Figure 1. Met1 routing.
The bar under the picture is 20 um long.
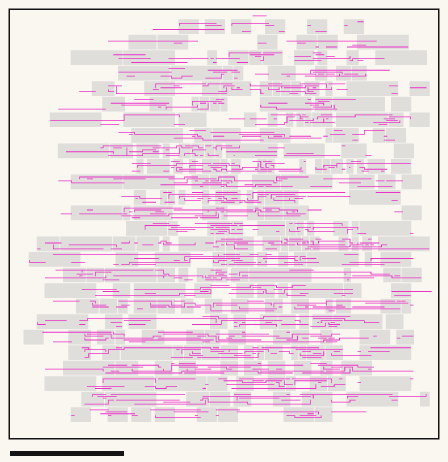
Figure 2. Signal wires on met2.
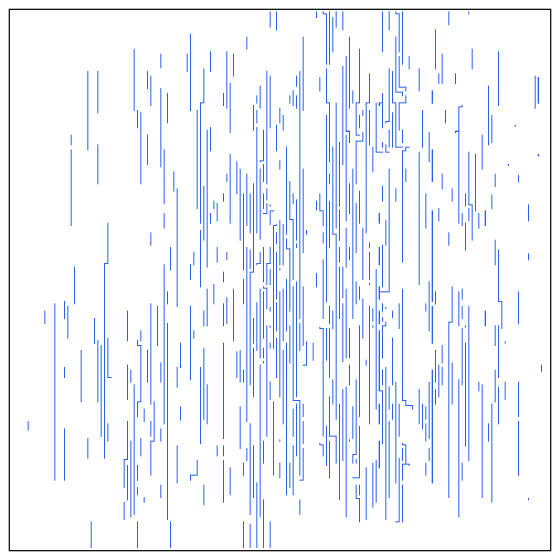
Figure 3. Metal 3.
The bar under the picture is 20 um long.
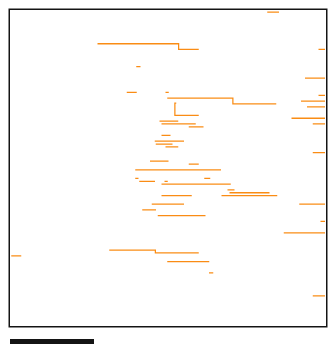
Figure 4. Met4 routing.
The bar under the picture is 20 um long.
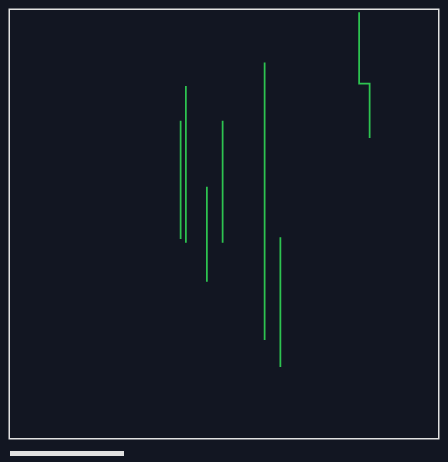
Figure 5. The clock network.
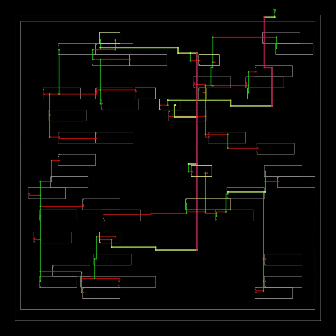
==> config.mk <==
export PLATFORM = sky130hd
export DESIGN_NAME = cv32e40px_xif_offload_tracker_flat
export DESIGN_NICKNAME = d
export VERILOG_FILES = /design/src/rtl/cv32e40px_xif_offload_tracker_if.sv /design/src/rtl/cv32e40px_xif_offload_tracker.sv /design/src/flat_wrapper.sv
export SDC_FILE = /design/constraint.sdc
export NUM_CORES = 1
export LEC_CHECK = 0
export CORE_UTILIZATION = 50
export DETAILED_ROUTE_END_ITERATION = 10
export GPL_TIMING_DRIVEN = 1
export HOLD_SLACK_MARGIN = 0.1
export PLACE_DENSITY = 0.7
export SLEW_MARGIN = 10
export SYNTH_ARGS = -nofsm -noshare
export SYNTH_HDL_FRONTEND = slang
export SYNTH_SLANG_ARGS = --single-unit
==> constraint.sdc <==
create_clock -name clk -period 8.1 [get_ports clk]
set_input_delay 1.62 -clock clk [delete_from_list [all_inputs] [get_ports clk]]
set_output_delay 1.62 -clock clk [all_outputs]
set_load 0.03 [all_outputs]
==> run notes <==
The run finished with clean final reports. The switching share of total power works out to 0.411. The post-placement cell count was 347; the pin slew with the least headroom to its limit was 0.867 ns. Number of cells upsized or downsized after cts: 0. The synthesis log from Yosys contains 0 warnings. Kind of end point of the critical path: a primary output. The tap cell instance count came out at 70. The power of the sequential group came out at 401 uW.

The sequential cell area in the final layout was 976 sq um. The number of logic stages on the critical path including buffering works out to 8. The chip area in the Yosys report is 2660 sq um, and the multi-input logic portion of the cell area is 0.505. The report lists the cells along the critical path as clkdlybuf4s50_1, xnor2_1, and4_4, a2111oi_0, o311ai_0, o221ai_2, or2_2, clkdlybuf4s50_1.

The net switching component of the power is 450 uW, and the combined buffer and inverter count along the critical path is 2. Counting cells, the worst reg-to-reg path comes to 13. The number of diodes was 0; the fraction of the core area occupied by cells at floorplan was 0.522.

In the placement report, post-DP HPWL is listed as 4.65 mm. The sequential fraction of design power came out at 0.367. In the final routing, the length of wire on met1 measures 2.90 mm.

The worst path needs 6.05 ns of the cycle, external delays included. For the maximum resistive drop on vdd, the log shows 0.000156 V. Non-clock buffers in the final layout number 33. The flow measured a signed area growth from synthesis to layout of 16.9%.

Synthesis produced a netlist whose cell count is 258. Total die size: 5620 sq um. Looking at the clock tree report, the root buffer type is clkbuf_8. Among logic cells in the layout, the one with the most instances is dfrtp_1. The hold-critical path depth works out to 1. The number of cell instances after yosys synthesis is 258. The count of unresolved DRC violations after routing was 0; the count of port buffers added during placement was 33.

The tools report the number of filler instances in the final layout as 451. The sequential cell area share works out to 0.314. The detailed router reports a met3 wire length of 277 um. The total number of clock tree sinks is 39. Looking at the post-CTS report, the setup buffer insertion count equals 0. For the arrival time of data at the critical path endpoint, the log shows 4.43 ns. The mux contribution to synthesized area is 0.110, and the proportion of power drawn by combinational gates is 0.477.

For reference, the final report shows the max-slew violation count at 0. The floorplan step set the die width to 75.0 um. The non-clock buffering overhead in the final layout came out at 0.105.
Back to the opening pictures, Figure 1:
longest straight run: 26.7 um
main direction: horizontal
share of all routed wire: 49%
wire length on this layer: 2900 um
detailed-route wire length: 5.97 mm
grt met1 use: 0.332
total vias in the final route: 1990

Back to the opening pictures, Figure 2:
share of all routed wire: 44%
nets with wire on the layer: 270
longest straight run: 34.3 um
GRT met2 Usage: 0.360

Back to the opening pictures, Figure 3:
longest straight run: 20.0 um
share of all routed wire: 4.6%
main direction: horizontal
met3 track demand over resource in global routing: 0.0495

Back to the opening pictures, Figure 4:
main direction: vertical
longest straight run: 48.3 um

Back to the opening pictures, Figure 5:
Clock Power: 171 uW
clock buffers created by TritonCTS: 5
insertion delay to the later sink of the worst-skew pair: 0.30 ns

Power is estimated from default activity; no workload was simulated.
